===== src/rtl/seven_segment_scan_driver_if.sv =====
// Bus bundle for seven_segment_scan_driver.
//   value[4*DIGITS-1:0] : hex nibbles, nibble i drives digit i
//   dp[DIGITS-1:0]      : decimal point per digit
//   load                : one-cycle strobe capturing value/dp into the shadow
//   blank_lz            : leading-zero blanking enable, sampled every cycle
//   abcdefg[6:0]        : shared segment bus, bit 6 = a ... bit 0 = g
//   dot                 : shared decimal-point segment
//   digit_en            : one-hot digit select
//   pending             : shadow holds a value not yet committed
//   frame_start         : pulse when digit 0 begins its lit phase
// The master drives the data side; the slave (the driver) drives the pins.
interface seven_segment_scan_driver_if #(
  parameter int DIGITS = 4
);
  logic [4*DIGITS-1:0] value;
  logic [DIGITS-1:0]   dp;
  logic                load;
  logic                blank_lz;
  logic [6:0]          abcdefg;
  logic                dot;
  logic [DIGITS-1:0]   digit_en;
  logic                pending;
  logic                frame_start;

  modport master (
    output value, dp, load, blank_lz,
    input  abcdefg, dot, digit_en, pending, frame_start
  );

  modport slave (
    input  value, dp, load, blank_lz,
    output abcdefg, dot, digit_en, pending, frame_start
  );
endinterface


===== src/rtl/seven_segment_scan_driver.sv =====
// Time-multiplexed driver for an N-digit seven-segment display.
// Digits share one segment bus and are lit one at a time for DWELL cycles,
// separated by GAP all-off cycles. A shadow register captures new values on
// load; they are committed to the displayed copy only when the scan wraps to
// digit 0, so a number never tears mid-frame.
// Ports:
//   clock   : clock
//   reset_n : asynchronous active-low reset
//   bus     : slave side of seven_segment_scan_driver_if (data in, pins out)
module seven_segment_scan_driver #(
  parameter int DIGITS         = 4,
  parameter int DWELL          = 12000,
  parameter int GAP            = 2,
  parameter bit SEG_ACTIVE_LOW = 1'b0,
  parameter bit DIG_ACTIVE_LOW = 1'b0
) (
  input  logic                      clock,
  input  logic                      reset_n,
  seven_segment_scan_driver_if.slave bus
);

  localparam int IDX_W   = (DIGITS > 1) ? $clog2(DIGITS) : 1;
  localparam int CNT_MAX = (DWELL > GAP) ? DWELL : GAP;
  localparam int CNT_W   = (CNT_MAX > 1) ? $clog2(CNT_MAX) : 1;

  localparam logic [0:0] ST_SHOW = 1'b0;
  localparam logic [0:0] ST_GAP  = 1'b1;

  // Pin levels for "off"; XOR-ing an active-high value with these applies polarity.
  localparam logic [6:0]        SEG_OFF = SEG_ACTIVE_LOW ? 7'h7f : 7'h00;
  localparam logic [DIGITS-1:0] DIG_OFF = DIG_ACTIVE_LOW ? '1 : '0;

  function automatic logic [6:0] decode_hex(input logic [3:0] n);
    case (n)
      4'h0: decode_hex = 7'b1111110;
      4'h1: decode_hex = 7'b0110000;
      4'h2: decode_hex = 7'b1101101;
      4'h3: decode_hex = 7'b1111001;
      4'h4: decode_hex = 7'b0110011;
      4'h5: decode_hex = 7'b1011011;
      4'h6: decode_hex = 7'b1011111;
      4'h7: decode_hex = 7'b1110000;
      4'h8: decode_hex = 7'b1111111;
      4'h9: decode_hex = 7'b1111011;
      4'ha: decode_hex = 7'b1110111;
      4'hb: decode_hex = 7'b0011111;
      4'hc: decode_hex = 7'b1001110;
      4'hd: decode_hex = 7'b0111101;
      4'he: decode_hex = 7'b1001111;
      default: decode_hex = 7'b1000111;
    endcase
  endfunction

  logic [4*DIGITS-1:0] shadow_val_q, shadow_val_d, disp_val_q, disp_val_d;
  logic [DIGITS-1:0]   shadow_dp_q, shadow_dp_d, disp_dp_q, disp_dp_d;
  logic                pending_q, pending_d;
  logic [IDX_W-1:0]    idx_q, idx_d;
  logic [CNT_W-1:0]    cnt_q, cnt_d;
  logic [0:0]          state_q, state_d;
  logic                first_q;
  logic [6:0]          seg_q, seg_d;
  logic                dot_q, dot_d;
  logic [DIGITS-1:0]   digit_en_q, digit_en_d;
  logic                frame_start_q, frame_start_d;

  logic advance, idx_wrap, commit;

  // Scan sequencing, shadow capture and frame-boundary commit.
  always_comb begin
    // NOTE: every signal gets a default before any branch so no path leaves it unassigned (no latch).
    state_d  = state_q;
    cnt_d    = cnt_q + CNT_W'(1);
    idx_d    = idx_q;
    advance  = 1'b0;
    idx_wrap = (int'(idx_q) == DIGITS - 1);

    case (state_q)
      ST_SHOW: begin
        if (cnt_q == CNT_W'(DWELL - 1)) begin
          cnt_d = '0;
          if (GAP > 0) state_d = ST_GAP;
          else         advance = 1'b1;
        end
      end
      ST_GAP: begin
        if (cnt_q == CNT_W'(GAP - 1)) begin
          cnt_d   = '0;
          state_d = ST_SHOW;
          advance = 1'b1;
        end
      end
    endcase

    if (advance) idx_d = idx_wrap ? '0 : idx_q + IDX_W'(1);

    // Commit on the edge that wraps back to digit 0, and on the first edge out of reset.
    commit       = first_q || (advance && idx_wrap);
    disp_val_d   = disp_val_q;
    disp_dp_d    = disp_dp_q;
    if (commit && pending_q) begin
      disp_val_d = shadow_val_q;
      disp_dp_d  = shadow_dp_q;
    end

    // A load coinciding with a commit lands in the shadow after disp took the old one.
    shadow_val_d = shadow_val_q;
    shadow_dp_d  = shadow_dp_q;
    pending_d    = pending_q;
    if (bus.load) begin
      shadow_val_d = bus.value;
      shadow_dp_d  = bus.dp;
      pending_d    = 1'b1;
    end else if (commit) begin
      pending_d    = 1'b0;
    end
  end

  logic       show, lz_run, lz_sel, dot_sel, blank;
  logic [3:0] nib;

  // Pin values derived from the current state; they appear one cycle later.
  always_comb begin
    show    = (state_q == ST_SHOW);
    nib     = 4'h0;
    dot_sel = 1'b0;
    lz_sel  = 1'b0;
    lz_run  = 1'b1;
    digit_en_d = DIG_OFF;
    // Walk from the most significant digit down; lz_run stays set while every
    // nibble from the top down to digit i is zero.
    for (int i = DIGITS - 1; i >= 0; i--) begin
      lz_run = lz_run && (disp_val_q[4*i +: 4] == 4'h0);
      if (int'(idx_q) == i) begin
        nib     = disp_val_q[4*i +: 4];
        dot_sel = disp_dp_q[i];
        lz_sel  = lz_run;
        digit_en_d[i] = show ^ DIG_ACTIVE_LOW;
      end
    end
    // Digit 0 is never blanked so a zero value still shows "0".
    blank         = bus.blank_lz && (idx_q != '0) && lz_sel;
    seg_d         = ((show && !blank) ? decode_hex(nib) : 7'h00) ^ SEG_OFF;
    dot_d         = (show && dot_sel) ^ SEG_ACTIVE_LOW;
    frame_start_d = show && (idx_q == '0) && (cnt_q == '0);
  end

  // NOTE: sequential state uses non-blocking assignments so all flops update together on the edge.
  always_ff @(posedge clock or negedge reset_n) begin
    if (!reset_n) begin
      shadow_val_q  <= '0;
      shadow_dp_q   <= '0;
      disp_val_q    <= '0;
      disp_dp_q     <= '0;
      pending_q     <= 1'b0;
      idx_q         <= '0;
      cnt_q         <= '0;
      state_q       <= ST_SHOW;
      first_q       <= 1'b1;
      seg_q         <= SEG_OFF;
      dot_q         <= SEG_ACTIVE_LOW;
      digit_en_q    <= DIG_OFF;
      frame_start_q <= 1'b0;
    end else begin
      shadow_val_q  <= shadow_val_d;
      shadow_dp_q   <= shadow_dp_d;
      disp_val_q    <= disp_val_d;
      disp_dp_q     <= disp_dp_d;
      pending_q     <= pending_d;
      idx_q         <= idx_d;
      cnt_q         <= cnt_d;
      state_q       <= state_d;
      first_q       <= 1'b0;
      seg_q         <= seg_d;
      dot_q         <= dot_d;
      digit_en_q    <= digit_en_d;
      frame_start_q <= frame_start_d;
    end
  end

  assign bus.abcdefg     = seg_q;
  assign bus.dot         = dot_q;
  assign bus.digit_en    = digit_en_q;
  assign bus.pending     = pending_q;
  assign bus.frame_start = frame_start_q;

endmodule

===== src/flat_wrapper.sv =====
// flat-port wrapper written by rule: the top's interface ports become plain ports
module seven_segment_scan_driver_flat 
#(
  parameter int DIGITS         = 4,
  parameter int DWELL          = 12000,
  parameter int GAP            = 2,
  parameter bit SEG_ACTIVE_LOW = 1'b0,
  parameter bit DIG_ACTIVE_LOW = 1'b0
)
  (clock, reset_n, bus_value, bus_dp, bus_load, bus_blank_lz, bus_abcdefg, bus_dot, bus_digit_en, bus_pending, bus_frame_start);
  seven_segment_scan_driver_if #(.DIGITS(DIGITS)) bus_i ();
  input  logic clock;
  input  logic reset_n;
  input wire logic [$bits(bus_i.value)-1:0] bus_value;
  input wire logic [$bits(bus_i.dp)-1:0] bus_dp;
  input wire logic [$bits(bus_i.load)-1:0] bus_load;
  input wire logic [$bits(bus_i.blank_lz)-1:0] bus_blank_lz;
  output wire logic [$bits(bus_i.abcdefg)-1:0] bus_abcdefg;
  output wire logic [$bits(bus_i.dot)-1:0] bus_dot;
  output wire logic [$bits(bus_i.digit_en)-1:0] bus_digit_en;
  output wire logic [$bits(bus_i.pending)-1:0] bus_pending;
  output wire logic [$bits(bus_i.frame_start)-1:0] bus_frame_start;
  assign bus_i.value = bus_value;
  assign bus_i.dp = bus_dp;
  assign bus_i.load = bus_load;
  assign bus_i.blank_lz = bus_blank_lz;
  assign bus_abcdefg = bus_i.abcdefg;
  assign bus_dot = bus_i.dot;
  assign bus_digit_en = bus_i.digit_en;
  assign bus_pending = bus_i.pending;
  assign bus_frame_start = bus_i.frame_start;
  seven_segment_scan_driver #(.DIGITS(DIGITS), .DWELL(DWELL), .GAP(GAP), .SEG_ACTIVE_LOW(SEG_ACTIVE_LOW), .DIG_ACTIVE_LOW(DIG_ACTIVE_LOW)) u_core (.clock(clock), .reset_n(reset_n), .bus(bus_i));
endmodule

===== config.mk =====
export PLATFORM = sky130hd
export DESIGN_NAME = seven_segment_scan_driver_flat
export DESIGN_NICKNAME = d
export VERILOG_FILES = /design/src/rtl/seven_segment_scan_driver_if.sv /design/src/rtl/seven_segment_scan_driver.sv /design/src/flat_wrapper.sv
export SDC_FILE = /design/constraint.sdc
export NUM_CORES = 1
export LEC_CHECK = 0
export ABC_AREA = 1
export CAP_MARGIN = 20
export CORE_ASPECT_RATIO = 0.6
export CORE_MARGIN = 3
export CORE_UTILIZATION = 51
export DETAILED_ROUTE_END_ITERATION = 16
export GPL_TIMING_DRIVEN = 0
export PLACE_DENSITY = 0.77
export SETUP_SLACK_MARGIN = 0.05
export SYNTH_ARGS = -nofsm -noshare
export SYNTH_HDL_FRONTEND = slang
export SYNTH_SLANG_ARGS = --single-unit

===== constraint.sdc =====
create_clock -name clock -period 1.9 [get_ports clock]
set_clock_uncertainty 0.1 [all_clocks]
set_input_delay 0.38 -clock clock [delete_from_list [all_inputs] [get_ports clock]]
set_output_delay 0.38 -clock clock [all_outputs]
set_load 0.05 [all_outputs]

==> results.sh, run 1 <==
# yosys + openroad results
export IMPL_buffers_excl_clock=71
export IMPL_first_global_vias=3069
export IMPL_worst_slack_ns=-0.188
export IMPL_cts_tree="yes"
export IMPL_path_delay_family="flip-flops"
export IMPL_yosysChipArea_um2=3630
export IMPL_grt_first_pass_wirelength_um=15000
export IMPL_p_comb_frac=0.186
export IMPL_clk_latency_ns=0.33
export IMPL_avgSynthCellArea_um2=8.10
export IMPL_finalCritPeriodShare=1.10
export IMPL_reg_top3="u_core.disp_val_q: 16 flops, u_core.shadow_val_q: 16 flops, u_core.cnt_q: 14 flops"
export IMPL_synthCells=448
export IMPL_timing_rr_end="u_core.bus.abcdefg[3]$_DFF_PN0_"
export IMPL_drive_above_1_share=0.233
export IMPL_ys_seq_share=0.497
export IMPL_flops=72
export IMPL_max_freq_mhz=479
export IMPL_crit_arrival_ns=2.25
export IMPL_num_clock_buffers=10
export IMPL_p_comb_mw=0.795
export IMPL_worst_slew_pin_slew_ns=0.908
export IMPL_setup_viol=7
export IMPL_globalplace_congestion=0.916
export IMPL_dp_hpwl_um=5850
export IMPL_cp_num_buf_inv=2
export IMPL_dieArea_um2=8190
export IMPL_clock_root_buffer="clkbuf_16"
export IMPL_logic_gates=323
export IMPL_synthDistinctLibCells=31
export IMPL_period_minus_slack_ns=2.09
export IMPL_status="complete, but fails checks"
export IMPL_antenna_cells=0
export IMPL_n_all_inverters=41
export IMPL_p_leak_nw=2.42
export IMPL_finalMaxSlewViolations=0
export IMPL_yosys_area_top_type="dfrtp_1"
export IMPL_cp_depth=11
export IMPL_initCoreUtil=0.534
export IMPL_dominant_cell_class="multi-input combinational cells"
export IMPL_lay_top_count="nand2_1"
export IMPL_cts_hold_buf=0
export IMPL_nNetsFinal=555
export IMPL_grt_ovfl_total=0
export IMPL_edf_count=0
export IMPL_routed_via_density=5.42
export IMPL_ff_type="dfrtp_1"
export IMPL_synth_xor_area_share=0.0169
export IMPL_common_cells="nand2_1 (162), dfrtp_1 (71), nand3_1 (39)"
export IMPL_grt_use_total=0.234
export IMPL_seq_area_um2=1810
export IMPL_p_seq_mw=1.77
export IMPL_final_comb_area_um2=1870
export IMPL_relSlewSlack=0.395
export IMPL_r2r_cells=11
export IMPL_crit_start="u_core.idx_q[1]$_DFFE_PN0P_"
export IMPL_grt_antenna_before_repair=0
export IMPL_r2r_start="u_core.idx_q[1]$_DFFE_PN0P_"
export IMPL_cp_max_fo=6
export IMPL_clk_share=0.0608
export IMPL_irDropWorstVdd_mv=0.461
export IMPL_switching_share=0.304
export IMPL_crit_path_cell_trace="buf_4 -> ha_4 -> a21oi_2 -> nand2_2 -> a21oi_4 -> ha_4 -> inv_2 -> nand2_2 -> nand3_2 -> nand2_2 -> nor2_4"
export IMPL_required_ns=2.06
export IMPL_crit_path_end_kind="flop"
export IMPL_ys_async_sr_fraction=1.00
export IMPL_cts_path_max_buffers=2
export IMPL_rsz0062_at_grt="true"
export IMPL_cpMostUsedCell="nand2_2"
export IMPL_cap_viol_max_count=0
export IMPL_core_rowCount=23
export IMPL_grt_max_degree=73
export IMPL_bufAreaShareNonClock=0.129
export IMPL_syn_area_um2=3630
export IMPL_powerClk_mw=1.71
export IMPL_nWellTaps=87
export IMPL_switching_power_mw=1.30
export IMPL_critPathLaunchType="flop"
export IMPL_num_fill_cells=504
export IMPL_ys_sh_simple=0.329
export IMPL_slowest_stage="dfrtp_2"
export IMPL_cts_resized=58
export IMPL_cts_setup_buffers=14
export IMPL_maxPowerGroup="registers"
export IMPL_yosys_area_share_aoi=0.0435
export IMPL_coreArea_um2=6790
export IMPL_violations="negative setup slack"
export IMPL_seq_share=0.369
export IMPL_ios=38
export IMPL_drt_first_pass_iters=5
export IMPL_pwr_share_clk=0.400
export IMPL_yosysCellCount=448
export IMPL_ys_ff=72
export IMPL_die_w_um=115
export IMPL_log_warning_count=39
export IMPL_hold_path_class="primary input to async pin"
export IMPL_rrSetupSlack_ns=-0.19
export IMPL_p_seq_frac=0.414
export IMPL_ys_warn_count=0
export IMPL_cts_sink_count=72
export IMPL_drc_errors=0
export IMPL_crit_end="u_core.bus.abcdefg[3]$_DFF_PN0_"
export IMPL_syn_to_final_growth_pct=34.9
export IMPL_mux_share=0
export IMPL_place_ws_ns=-0.303
export IMPL_top_logic_kind="simple AND/OR/NAND/NOR gates"
export IMPL_post_drt_wl_per_cell_um=15.9
run 1: routing by layer:
layer  vias to the layer above  routed length (µm)  share of wire  track usage
met4                         0                 207          0.021       0.0664
met3                        26                 836          0.086       0.0624
li1                       1559                   -              -            -
met5                         -                   0              0            0
met1                      1530                4450           0.46        0.338
met2                       193                4200           0.43        0.349
run 1: stage by stage:
stage | setup TNS, ns | instance area, µm² | instances | util | hold slack [ns]
3_5_place_dp | -1.39 | 4130 | 572 | 0.608 | 0.361
6_report | -0.920 | 4890 | 610 | 0.721 | 0.0679
4_1_cts | -0.215 | 4710 | 602 | 0.693 | 0.107
2_1_floorplan | 0 | 3650 | 448 | - | -0.0156
3_3_place_gp | -142.51 | 4130 | 572 | 0.608 | 0.358
5_1_grt | -1.33 | 4890 | 610 | 0.721 | 0.145
run_1/layer_met1.png
Bar = 20 µm.
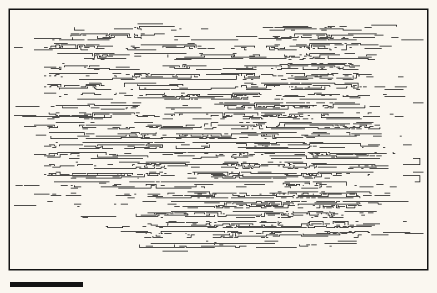
- share of all routed wire: 46%
- longest straight run: 34.0 µm
- main direction: horizontal

run_1/layer_met2.png
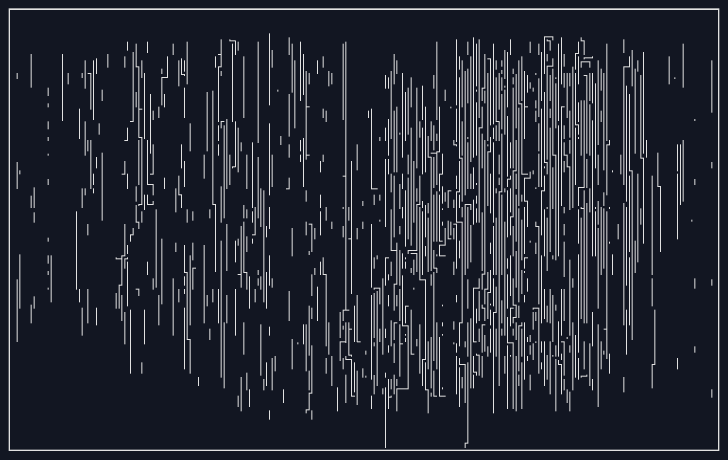
- share of all routed wire: 43%
- main direction: vertical
- longest straight run: 43.5 µm

run_1/layer_met3.png
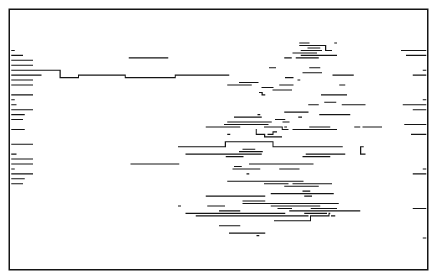
- main direction: horizontal
- nets with wire on the layer: 100
Post-Route WL: 9700 µm
met3 track demand over resource: 0.0624
vias after detailed routing: 3,308

run_1/congestion.png
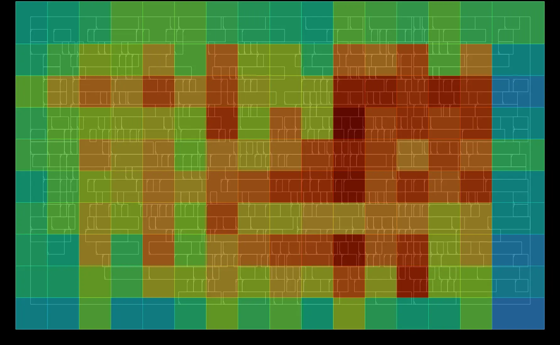

## Run 2: what changed since run 1
Settings changed: CORE_UTILIZATION 51 to 57, PLACE_DENSITY 0.77 to 0.81.
Clock period 1.9 ns to 2.25 ns, I/O delays scaled along.
run_2/congestion.png
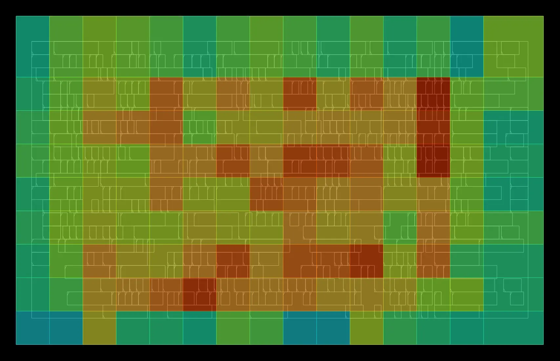
most used routing layer: met1
gr usage total: 0.238

==> results.sh, run 2 <==
# yosys + openroad results
export IMPL_status="complete, no violations"
export IMPL_yosysCellCount=448
export IMPL_antenna_cells=0
export IMPL_yosysChipArea_um2=3630
export IMPL_cp_max_fo=8
export IMPL_dieArea_um2=7390
export IMPL_synth_xor_area_share=0.0169
export IMPL_cts_setup_buffers=2
export IMPL_cts_tree="yes"
export IMPL_crit_start="u_core.idx_q[0]$_DFFE_PN0P_"
export IMPL_wl_met3_um=710
export IMPL_use_met2=0.315
export IMPL_grt_max_degree=73
export IMPL_vias=3087
export IMPL_drc_errors=0
export IMPL_ys_sh_adder=0.0448
export IMPL_cts_buffers=9
export IMPL_clk_latency_ns=0.35
export IMPL_setup_viol=0
export IMPL_r2r_start="u_core.idx_q[0]$_DFFE_PN0P_"
export IMPL_power_mw=3.09
export IMPL_first_global_vias=2736
export IMPL_rsz0062_at_grt="true"
export IMPL_cts_clk_slew_worst_paths_ns=0.07
export IMPL_drive_above_1_share=0.143
export IMPL_drt_met1_wl_um=4100
export IMPL_synthCells=448
export IMPL_place_ws_ns=-0.132
export IMPL_yosys_area_top_type_share=0.490
export IMPL_required_ns=2.42
export IMPL_max_freq_mhz=477
export IMPL_p_leak_nw=2.24
export IMPL_core_rowCount=21
export IMPL_crit_arrival_ns=2.27
export IMPL_switching_power_mw=0.935
export IMPL_timing_rr_end="u_core.bus.abcdefg[0]$_DFF_PN0_"
export IMPL_ys_async_sr_fraction=1.00
export IMPL_hold_path_class="primary input to async pin"
export IMPL_crit_path_end_kind="flop"
export IMPL_grt_first_pass_wirelength_um=13200
export IMPL_relSlewSlack=0.426
export IMPL_ff_type="dfrtp_1"
export IMPL_initCoreUtil=0.619
export IMPL_routed_wl_um=8080
export IMPL_fin_util=0.760
export IMPL_die_height_um=67.8
export IMPL_antenna_left=0
export IMPL_log_warning_count=37
export IMPL_pwr_share_clk=0.326
export IMPL_routed_via_density=5.24
export IMPL_final_layout_top_logic_cells="nand2_1 (157), dfrtp_1 (71), nand3_1 (35), clkdlybuf4s50_1 (35), nor2_1 (34)"
export IMPL_place_area_um2=4100
export IMPL_globalplace_congestion=0.957
export IMPL_hold_viol_final=0
export IMPL_htree_levels=3
export IMPL_use_met3=0.0745
export IMPL_hold_ws_ns=0.105
export IMPL_lay_top_count="nand2_1"
export IMPL_yosys_area_top_type="dfrtp_1"
export IMPL_dp_hpwl_um=5840
export IMPL_cts_sink_count=72
export IMPL_post_drt_wl_per_cell_um=13.7
export IMPL_io_buffers=37
export IMPL_ys_warn_count=0
export IMPL_cts_hold_buf=0
export IMPL_irDropWorstVdd_mv=0.426
export IMPL_powerClk_mw=1.01
export IMPL_crit_end="u_core.bus.abcdefg[0]$_DFF_PN0_"
export IMPL_syn_area_um2=3630
export IMPL_dr_max_layer_used="met4"
export IMPL_worst_slew_pin_slew_ns=0.861
export IMPL_ys_sh_simple=0.329
export IMPL_wl_met2_um=3160
export IMPL_place_inst=565
export IMPL_p_comb_mw=0.591
export IMPL_avgSynthCellArea_um2=8.10
export IMPL_reg_top3="u_core.disp_val_q: 16 flops, u_core.shadow_val_q: 16 flops, u_core.cnt_q: 14 flops"
export IMPL_common_cells="nand2_1 (162), dfrtp_1 (71), nand3_1 (39)"
export IMPL_p_seq_frac=0.482
export IMPL_nNetsFinal=541
export IMPL_drt_iter0_drc=237
export IMPL_worst_slack_ns=0.153
export IMPL_edf_count=0
export IMPL_maxPowerGroup="registers"
export IMPL_coreArea_um2=5860
export IMPL_finalMaxSlewViolations=0
export IMPL_die_w_um=109
export IMPL_ys_ff=72
export IMPL_synthDistinctLibCells=31
export IMPL_cts_path_max_buffers=2
export IMPL_crit_type="flop to flop"
export IMPL_cts_resized=11
export IMPL_rrSetupSlack_ns=0.15
export IMPL_grt_antenna_before_repair=0
export IMPL_switching_share=0.303
export IMPL_syn_to_final_growth_pct=22.8
export IMPL_final_area_um2=4460
export IMPL_setup_tns_ns=0
export IMPL_mux_share=0
export IMPL_grt_ovfl_total=0
export IMPL_grt_util_met1=0.370
export IMPL_top_cell="nand2_1"
export IMPL_critPathLaunchType="flop"
export IMPL_p_comb_frac=0.191
export IMPL_top_logic_kind="simple AND/OR/NAND/NOR gates"
export IMPL_ios=38
export IMPL_ys_seq_share=0.497
export IMPL_drt_first_pass_iters=5
export IMPL_p_seq_mw=1.49
export IMPL_r2r_cells=13
export IMPL_clock_root_buffer="clkbuf_8"
export IMPL_yosys_area_share_aoi=0.0435
export IMPL_final_cells=589
export IMPL_power_density_nw_per_um2=692
export IMPL_cap_viol_max_count=0
export IMPL_period_minus_slack_ns=2.10
export IMPL_finalCritPeriodShare=0.932
export IMPL_area_leaders="dfrtp_1 (49%), nand2_1 (17%), nand3_1 (5.4%)"
export IMPL_p_int_mw=2.15
export IMPL_synth_nets=485
==> run 2: cell counts after synthesis <==
No cell type changed its count.
==> run 2: worst max-delay path, stage by stage (launching register included) <==
cell     delay [ns]
dfrtp_1        0.42
buf_4          0.15
ha_1           0.20
buf_6          0.14
nand2_1        0.06
nand2_1        0.06
nand3_2        0.07
nand2_2        0.06
nand2_4        0.12
inv_2          0.07
ha_1           0.22
nand3_2        0.12
nand3_1        0.09
a21oi_1        0.13
==> run 2: area by class of cell <==
class / count / area (µm²)
fill: 411 / 1400
clock inverter: 6 / 68.8
inverter: 41 / 160
buffer: 14 / 103
timing repair buffer: 45 / 427
sequential: 72 / 1800
multi-input combinational: 321 / 1670
tap: 80 / 100
clock buffer: 10 / 128
